### Routing congestion map, run 1

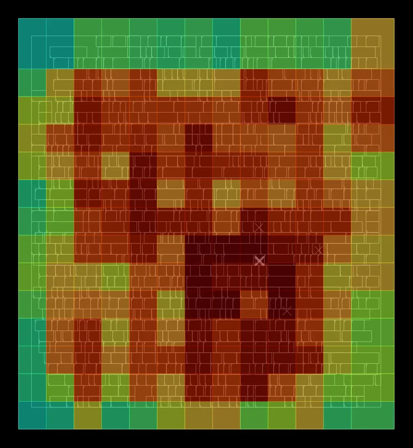
### Where the registers sit, run 1

(4 px per µm)
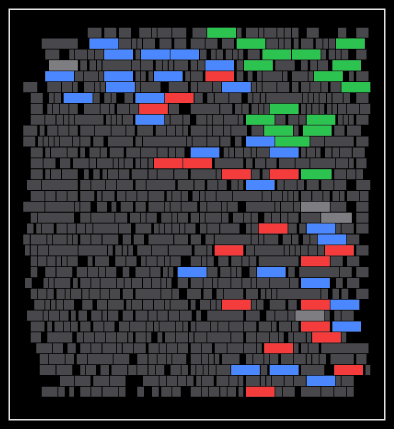
### Wiring by layer, run 1

(4 px per µm) Only two layers are drawn.
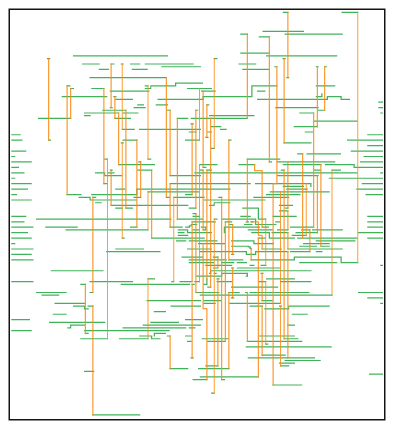
### M4 wires, run 1

(4 px per µm) Supply wires on this layer in gray.
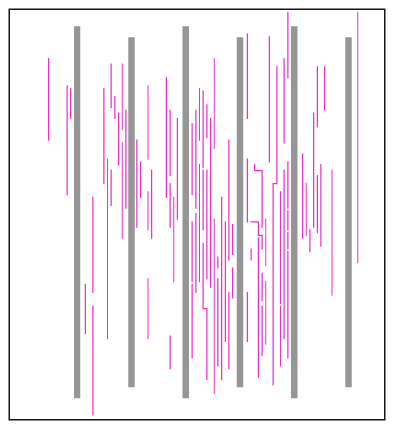
$ cat src/rtl/op_imm_encoder.sv
// RV32I OP-IMM instruction encoder with valid/ready output stream.
// Load-immediate requests expand to a single ADDI or to a LUI/ADDI pair.
//
// state   | meaning
// IDLE    | accepting requests; output register holds the latest word (or is empty)
// EMIT_LO | LUI is on the output, the follow-up ADDI waits in lo_q

`ifndef INST_ID_LEN
`define INST_ID_LEN 4
`define ADDI_ID  4'd1
`define SLTI_ID  4'd2
`define SLTIU_ID 4'd3
`define XORI_ID  4'd4
`define ORI_ID   4'd5
`define ANDI_ID  4'd6
`define SLLI_ID  4'd7
`define SRLI_ID  4'd8
`define SRAI_ID  4'd9
`endif

module op_imm_encoder (
    input  logic                    clk,
    input  logic                    rst,
    input  logic                    in_valid,
    output logic                    in_ready,
    input  logic                    in_li,
    input  logic [`INST_ID_LEN-1:0] in_id,
    input  logic [4:0]              in_rd,
    input  logic [4:0]              in_rs1,
    input  logic [31:0]             in_imm,
    output logic                    out_valid,
    input  logic                    out_ready,
    output logic [31:0]             out_inst,
    output logic                    out_err,
    output logic                    out_last,
    output logic [15:0]             out_count
);

    localparam logic [6:0]  OPC_IMM = 7'b0010011;
    localparam logic [6:0]  OPC_LUI = 7'b0110111;
    localparam logic [31:0] NOP     = 32'h0000_0013;

    typedef enum logic [0:0] {S_IDLE, S_EMIT_LO} state_t;

    state_t      state_q, state_d;
    logic        out_valid_q, out_valid_d;
    logic [31:0] out_inst_q, out_inst_d;
    logic        out_err_q, out_err_d;
    logic        out_last_q, out_last_d;
    logic [15:0] out_count_q, out_count_d;
    logic [31:0] lo_q, lo_d;

    logic [2:0]  f3;
    logic [6:0]  f7;
    logic        is_shift, id_known;
    logic        imm_fits, shamt_ok;
    logic [19:0] li_hi;
    logic [31:0] enc_inst, enc_lo;
    logic        enc_err, enc_last, enc_two;
    logic        accept, hs;

    assign imm_fits = (in_imm[31:11] == {21{in_imm[11]}});
    assign shamt_ok = (in_imm[31:5] == 27'd0);
    // (imm + 0x800) >> 12 reduces to the upper bits plus a carry out of bit 11
    assign li_hi    = in_imm[31:12] + {19'd0, in_imm[11]};

    always_comb begin
        f3       = 3'b000;
        f7       = 7'b0000000;
        is_shift = 1'b0;
        id_known = 1'b1;
        case (in_id)
            `ADDI_ID:  f3 = 3'b000;
            `SLTI_ID:  f3 = 3'b010;
            `SLTIU_ID: f3 = 3'b011;
            `XORI_ID:  f3 = 3'b100;
            `ORI_ID:   f3 = 3'b110;
            `ANDI_ID:  f3 = 3'b111;
            `SLLI_ID:  begin f3 = 3'b001; is_shift = 1'b1; end
            `SRLI_ID:  begin f3 = 3'b101; is_shift = 1'b1; end
            `SRAI_ID:  begin f3 = 3'b101; is_shift = 1'b1; f7 = 7'b0100000; end
            default:   id_known = 1'b0;
        endcase
    end

    always_comb begin
        enc_inst = NOP;
        enc_err  = 1'b0;
        enc_last = 1'b1;
        enc_two  = 1'b0;
        enc_lo   = {in_imm[11:0], in_rd, 3'b000, in_rd, OPC_IMM};
        if (in_li) begin
            if (imm_fits) begin
                enc_inst = {in_imm[11:0], 5'd0, 3'b000, in_rd, OPC_IMM};
            end else begin
                enc_inst = {li_hi, in_rd, OPC_LUI};
                if (in_imm[11:0] != 12'd0) begin
                    enc_two  = 1'b1;
                    enc_last = 1'b0;
                end
            end
        end else if (!id_known) begin
            enc_err = 1'b1;
        end else if (is_shift) begin
            if (shamt_ok) enc_inst = {f7, in_imm[4:0], in_rs1, f3, in_rd, OPC_IMM};
            else          enc_err  = 1'b1;
        end else begin
            if (imm_fits) enc_inst = {in_imm[11:0], in_rs1, f3, in_rd, OPC_IMM};
            else          enc_err  = 1'b1;
        end
    end

    assign in_ready = (state_q == S_IDLE) && (!out_valid_q || out_ready);
    assign accept   = in_valid && in_ready;
    assign hs       = out_valid_q && out_ready;

    always_comb begin
        state_d     = state_q;
        out_valid_d = out_valid_q;
        out_inst_d  = out_inst_q;
        out_err_d   = out_err_q;
        out_last_d  = out_last_q;
        lo_d        = lo_q;
        out_count_d = hs ? out_count_q + 16'd1 : out_count_q;
        case (state_q)
            S_IDLE: begin
                if (accept) begin
                    out_valid_d = 1'b1;
                    out_inst_d  = enc_inst;
                    out_err_d   = enc_err;
                    out_last_d  = enc_last;
                    if (enc_two) begin
                        state_d = S_EMIT_LO;
                        lo_d    = enc_lo;
                    end
                end else if (hs) begin
                    out_valid_d = 1'b0;
                end
            end
            S_EMIT_LO: begin
                if (hs) begin
                    out_inst_d = lo_q;
                    out_err_d  = 1'b0;
                    out_last_d = 1'b1;
                    state_d    = S_IDLE;
                end
            end
            default: state_d = S_IDLE;
        endcase
    end

    always_ff @(posedge clk) begin
        if (rst) begin
            state_q     <= S_IDLE;
            out_valid_q <= 1'b0;
            out_inst_q  <= 32'd0;
            out_err_q   <= 1'b0;
            out_last_q  <= 1'b0;
            out_count_q <= 16'd0;
            lo_q        <= 32'd0;
        end else begin
            state_q     <= state_d;
            out_valid_q <= out_valid_d;
            out_inst_q  <= out_inst_d;
            out_err_q   <= out_err_d;
            out_last_q  <= out_last_d;
            out_count_q <= out_count_d;
            lo_q        <= lo_d;
        end
    end

    assign out_valid = out_valid_q;
    assign out_inst  = out_inst_q;
    assign out_err   = out_err_q;
    assign out_last  = out_last_q;
    assign out_count = out_count_q;

endmodule

$ cat config.mk
export PLATFORM = sky130hd
export DESIGN_NAME = op_imm_encoder
export DESIGN_NICKNAME = d
export VERILOG_FILES = /design/src/rtl/op_imm_encoder.sv
export SDC_FILE = /design/constraint.sdc
export NUM_CORES = 1
export LEC_CHECK = 0
export ABC_AREA = 1
export CAP_MARGIN = 20
export CORE_ASPECT_RATIO = 1.1
export CORE_MARGIN = 3
export CORE_UTILIZATION = 46
export CTS_BUF_LIST = sky130_fd_sc_hd__clkbuf_8
export CTS_CLUSTER_DIAMETER = 150
export DETAILED_ROUTE_END_ITERATION = 6
export PLACE_DENSITY = 0.77
export SETUP_SLACK_MARGIN = 0.2
export SKIP_LAST_GASP = 1
export SYNTH_ARGS = -nofsm -noshare
export SYNTH_HDL_FRONTEND = slang
export SYNTH_SLANG_ARGS = --single-unit
$ cat constraint.sdc
create_clock -name clk -period 2 [get_ports clk]
set_clock_uncertainty 0.2 [all_clocks]
set_input_delay 0.4 -clock clk [delete_from_list [all_inputs] [get_ports clk]]
set_output_delay 0.4 -clock clk [all_outputs]
set_load 0.02 [all_outputs]
==> run summary, run 1 <==
The layout was made with Yosys and OpenROAD.

The top layer used by detailed routing is met4. Sequential cells were found to cover 33.6% of the synthesized design area. The DRC violation total left in the routed layout is recorded as 14. The area fraction in mux cells is 0%. Yosys printed 0 warnings. The sum of routed wire segments on met1 is 6490 µm. The proportion of cell area spent on the clock network is 3.05%. Leaving out filler cells and counting taps, the final layout contains 952. The number of instances in the synthesized netlist is 591. The switching share of total power is 33.6%.

The OpenROAD report gives the critical path a required time of 2.09 ns. TritonCTS built the clock tree. In this run the remaining antenna-violating nets after routing total 0.

The area of all sequential standard cells is 1310 µm². The instance area at placement is 5720 µm². The post-placement cell count is 876.

The synthesis run shows the most used standard cells to be sky130_fd_sc_hd__nand2_1, sky130_fd_sc_hd__nor2_1, sky130_fd_sc_hd__dfxtp_1, sky130_fd_sc_hd__nand3_1, sky130_fd_sc_hd__inv_1. In the routed layout, each cell is associated on average with a via count of 6.04. Per the final report, max-transition violations number 0.

The power report attributes to the combinational group a share of 29.8%. By area, the class that comes first in the final layout consists of combinational gates. The achievable frequency is 0.504 GHz.

The launch point of the worst register-to-register path is recorded as out_count[0]$_SDFFE_PP0P_. Looking at the reg2reg group, the worst path ends at out_count[10]$_SDFFE_PP0P_. In this run the static leakage power is 3.22 nW. The design has 65 sequential cells. The power dissipated in combinational cells is 1.16 mW.

The worst hold-check path type is input port to flop. The count of buffers from port buffering is 100. The number of flip-flops and latches in the synthesized netlist is 65. The run finished, with violations left. The detailed router reported a total wirelength of 19600 µm. The CTS buffer count is 9. The report lists the power per cell area as 545 nW/µm². The number of maximum-capacitance violations is 0. The slew at the pin with the worst max-slew slack is 0.531 ns.

The worst register-to-register path has a depth of 8. The critical path depth is 14. The clock network power is 1.31 mW. The stage logs contain a warning count of 31. For reference, the critical path is captured by out_inst[28]$_SDFFE_PP0P_.

Global routing used 33.5% of the available tracks across all layers. The worst path uses 99.1% of the clock period. The dominant cell type by area after synthesis is sky130_fd_sc_hd__dfxtp_1. The register with the most flip-flops in the layout has 27 of them.

The cell at the root of the clock tree is sky130_fd_sc_hd__clkbuf_8. Summing all non-filler instances in the final layout gives an area of 7130 µm². Relative to the synthesized area, the layout overhead comes to 84.0%. The number of global-route vias before repair is 5247.

The sort of element at the start of the critical path is an input port. The share of synthesized registers carrying an async set or reset is 0%. 0 antenna diodes ended up in the layout. The fraction of layout instances using a drive strength above 1 is 44.3%.

The adder-cell share of the synthesized area is 1.29%. The global route stage reports its total congestion overflow as 0. The internal portion of total power is 2.58 mW.

For reference, the top cells by area after synthesis are sky130_fd_sc_hd__dfxtp_1, sky130_fd_sc_hd__nand2_1, sky130_fd_sc_hd__nand3_1. The number of combinational gates with multiple inputs is 438. The floorplan core area is 8040 µm². The checks that failed: design-rule violations. From the final report, the count of setup violators was given as 0. The first global-routing pass estimated 25000 µm of wire. Summing the areas of all xor and xnor instances in the mapped netlist gives 2.71% of the synthesized area. The initial antenna violation count came to 0. The first-pass iteration count of the detailed router is 7.
Notes on 'Routing congestion map' above:
met2 Resource Use GR: 60.9%
average wire per standard cell: 20.6 µm
GRT Max-Usage Layer: met2
GR met3 Demand/Resource: 5.89%
Final Core Density: 88.7%

Notes on 'Where the registers sit' above:
| color | name in the netlist | flops |
|---|---|---|
| blue | out_inst | 27 |
| red | lo_q | 18 |
| green | out_count | 16 |

Notes on 'Wiring by layer' above:
| color | layer | wire length |
|---|---|---|
| green | metal 3 | 1940 µm |
| orange | metal 4 | 1670 µm |

Notes on 'M4 wires' above:
longest straight run: 62.6 µm
share of all routed wire: 8.5%

==> run 2: changes to the inputs <==
- CORE_UTILIZATION: 46 -> 55
- DONT_BUFFER_PORTS: default -> 1
- PLACE_DENSITY: 0.77 -> 0.71
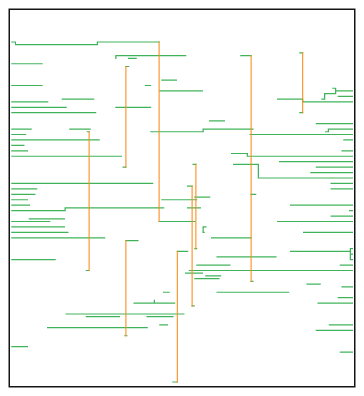
*Wiring by layer, run 2*
(4 px per µm) Only two layers are drawn.
| color | layer | wire length |
|---|---|---|
| orange | metal 4 | 284 µm |
| green | metal 3 | 961 µm |

==> run 2 against run 1 <==
  * The flow now finishes without violations
  * Sequential power grew 4%
  * Fmax up 12%
  * Non-clock buffer count is 196 lower
  * Global-route usage decreased by 5.4 points
  * Combinational power down 55%
  * Critical endpoint is now out_count[8]$_SDFFE_PP0P_
  * Highest routed layer unchanged
==> run summary, run 2 <==
The layout was made with Yosys and OpenROAD.

The number of max-slew violations in the final report is 0 (unchanged). The total sequential power is 1.48 mW. The total global-route track usage is 28.1% (-5.4 points). The share of synthesized registers carrying an async set or reset is 0% (unchanged). The flow ran to the end, and the final reports show no timing, DRC or antenna violations. The compound-gate portion of the synthesized area is 15.4%.

The tightest min-delay check is of the input port to flop type. By count the netlist is led by sky130_fd_sc_hd__nand2_1, sky130_fd_sc_hd__nor2_1, sky130_fd_sc_hd__dfxtp_1, sky130_fd_sc_hd__nand3_1, sky130_fd_sc_hd__inv_1. The setup check on the worst reg-to-reg path leaves a slack of 0.22 ns.

The initial antenna violation count is 0 (unchanged). The cell kind with the greatest summed area is combinational gates. The fraction of layout instances using a drive strength above 1 is 22.8% (-21 points). In this run the cell area of the synthesized design comes to 3870 µm². The instance area at placement came to 4350 µm² (-24%). CTS reports a maximum clock tree buffer depth of 2. The power density over the cells is 657 nW/µm² (+20%). The report lists the number of cells resized after CTS as 3. The CTS buffer count came to 9 (unchanged). The average vias per placed instance came to 5.54 (-8.3%). In this design, the critical path's most frequently occurring cell is sky130_fd_sc_hd__nand2_4. Summed over all failing endpoints, the final setup total negative slack is 0 ns. The fraction of standard cell area in multi-input logic is 49.5%. The smallest setup slack after layout is 0.224 ns.

The final cell count without fillers is 730 (-23%). The peak fanout along the critical path is 5. The clock period minus final worst setup slack is 1.78 ns. The H-tree was split into 3 levels.

Buffers inserted to repair hold after CTS numbered 1. The CTS sink count is 65. The hold path startpoint is rst. The synthesized netlist devotes 37.0% of its cell area to simple gates.

The path depth of the worst reg2reg path is 9 (+1). For hold timing, the worst endpoint is out_count[7]$_SDFFE_PP0P_. met2 is the most crowded layer. The proportion of cell area spent on the clock network is 4.23% (+1.2 points). The sequential portion of the cell area is 27.2%. The capturing point of the worst reg2reg path is out_count[8]$_SDFFE_PP0P_. Buffers added to address setup during post-CTS repair amount to 1.

The sum of overflow across all layers after global routing is 0 (unchanged). The achievable frequency is 0.563 GHz (+12%). The critical path ends at out_count[8]$_SDFFE_PP0P_. The clock network power was 1.17 mW (-10%). The adder-cell share of the synthesized area is 1.29% (unchanged). The met3 layer usage reported by global route is 8.25% (+2.4 points). The met3 layer wire length in the routed design is 961 µm. The max-slew check reports its worst relative slack as 59.7%. The initial utilization of the core area, before any placement, comes to 57.7%. Counting the clock-network buffers in the layout gives 10.

The flip-flop count of the largest register after layout is 27 (unchanged). The area fraction in mux cells is 0% (unchanged). The number of flip-flops and latches in the synthesized netlist is 65 (unchanged). The number of combinational gates with multiple inputs is 438 (unchanged).

The floorplan core area is 6710 µm² (-17%). The area of all sequential standard cells is 1310 µm² (+0.29%). The number of instances in the synthesized netlist is 591 (unchanged). Per the post-place timing report, worst setup slack is -0.140 ns. Per the CTS log, the root buffer master is sky130_fd_sc_hd__clkbuf_8.

The internal portion of total power is 2.19 mW (-15%). The worst setup path is captured at a flop. The sum of routed wire segments on met1 was 4670 µm (-28%). The tally of nets with antenna violations remaining after routing is 0 (unchanged).

The final RePlAce weighted congestion is 0.938. The antenna diode count is 0 (unchanged). The maximum number of pins on one net before global-route repair is 35. The flip-flop and latch count is 65 (unchanged). The buffering overhead is 11.6%.

Hold-check failures listed in the final report amount to 0. The design area is 4820 µm² (-32%). Per the skew report, the later register of the worst-skew pair sees a clock latency of 0.34 ns. The worst hold path passes through 2 cells. Across all layers, the routed design uses 4044 vias. The proportion of power drawn by combinational gates is 16.5% (-13 points). The total wire length came to 11600 µm (-41%). After detailed routing, the met2 layer carries 5650 µm of wire. The detailed-placement wirelength estimate is 8530 µm. OpenSTA lists the critical path startpoint as out_valid$_SDFFE_PP0P_. Global routing consumed, on the met1 layer, 34.7% of the routing resources. The met2 track demand over resource was 45.8% (-15 points).

The portion of total power attributed to the clock network is 36.8%. The first-pass iteration count of the detailed router came to 5 (-2). Per the synthesis report, the single largest cell type by area occupies 33.6% of cell area. The critical path depth is 9 (-5).

Among all stages on the critical path, the largest delay is contributed by sky130_fd_sc_hd__dfxtp_4. The final number of setup-violating endpoints is 0 (unchanged). The die span in y is 94.0 µm.

The xor-xnor portion of the synthesized cell area is 2.71% (unchanged). In the synthesized netlist the dominant register cell turns out to be sky130_fd_sc_hd__dfxtp_1. Across all hold checks on the routed design, the worst slack comes to 0.0115 ns. The number of global-route vias before repair is 3826 (-27%).

The flow inserted 82 tap cells. The post-placement cell count is 706 (-19%). The portion of the clock cycle consumed by the worst path in the final layout is 88.8% (-10 points). The dominant cell type by area after synthesis is sky130_fd_sc_hd__dfxtp_1. The post-layout utilization of the core is 71.9% (-17 points). The data required time of the worst path is 2.03 ns (-0.06 ns). The power share of the sequential group is 46.7%. The remaining design rule violation count is 0 (-14).

The top layer used by detailed routing is met4. The static leakage is 2.04 nW (-37%). Leaving out fill and tap cells, the most frequent cells in the layout are sky130_fd_sc_hd__nand2_1, sky130_fd_sc_hd__nor2_1, sky130_fd_sc_hd__nand3_1, sky130_fd_sc_hd__dfxtp_1. Pin placement for this block handled 103 I/O pins. Leaving out fill and tap cells, the most frequent cell in the layout is sky130_fd_sc_hd__nand2_1.

The kind of cell with the highest combined delay along the critical path is simple AND/OR/NAND/NOR gates. The synthesized chip area reported by yosys is 3870 µm². According to the finish report, the design has a final net count of 698.

The full die area is 8090 µm². The global-route wire length before repair was 18000 µm (-28%). The count of buffers from port buffering is 0 (-100%). The power dissipated in combinational cells is 0.524 mW (-55%). The count of tool warnings is 30 (-3.2%). Sorting the synthesized cells by area gives the leading types as sky130_fd_sc_hd__dfxtp_1, sky130_fd_sc_hd__nand2_1, sky130_fd_sc_hd__nand3_1. Setup repair after global routing could not meet its margin everywhere.

The number of distinct library cells after synthesis is 38. Averaged over all synthesized cells, the footprint is 6.55 µm². The largest incremental delay on the critical path is 0.38 ns. The average detailed-routed wire length per instance is 15.8 µm (-23%). The sequential fraction of the synthesis area is 33.6% (unchanged). The number of synthesized flops with an enable pin is 0. The slew at the pin with the worst max-slew slack is 0.604 ns (+0.0726 ns). The yosys warning tally was 0 (unchanged). The switching share of total power is 30.8% (-2.7 points). The number of standard-cell rows in the floorplan is 31. TritonCTS built the clock tree. The synthesis-to-finish area growth is 24.5%.

The sort of element at the start of the critical path is a flop. The number of maximum-capacitance violations is 0 (unchanged). The net switching power figure is 0.976 mW. The launch point of the worst register-to-register path is recorded as out_valid$_SDFFE_PP0P_.
Power and IR drop assume default switching activity.
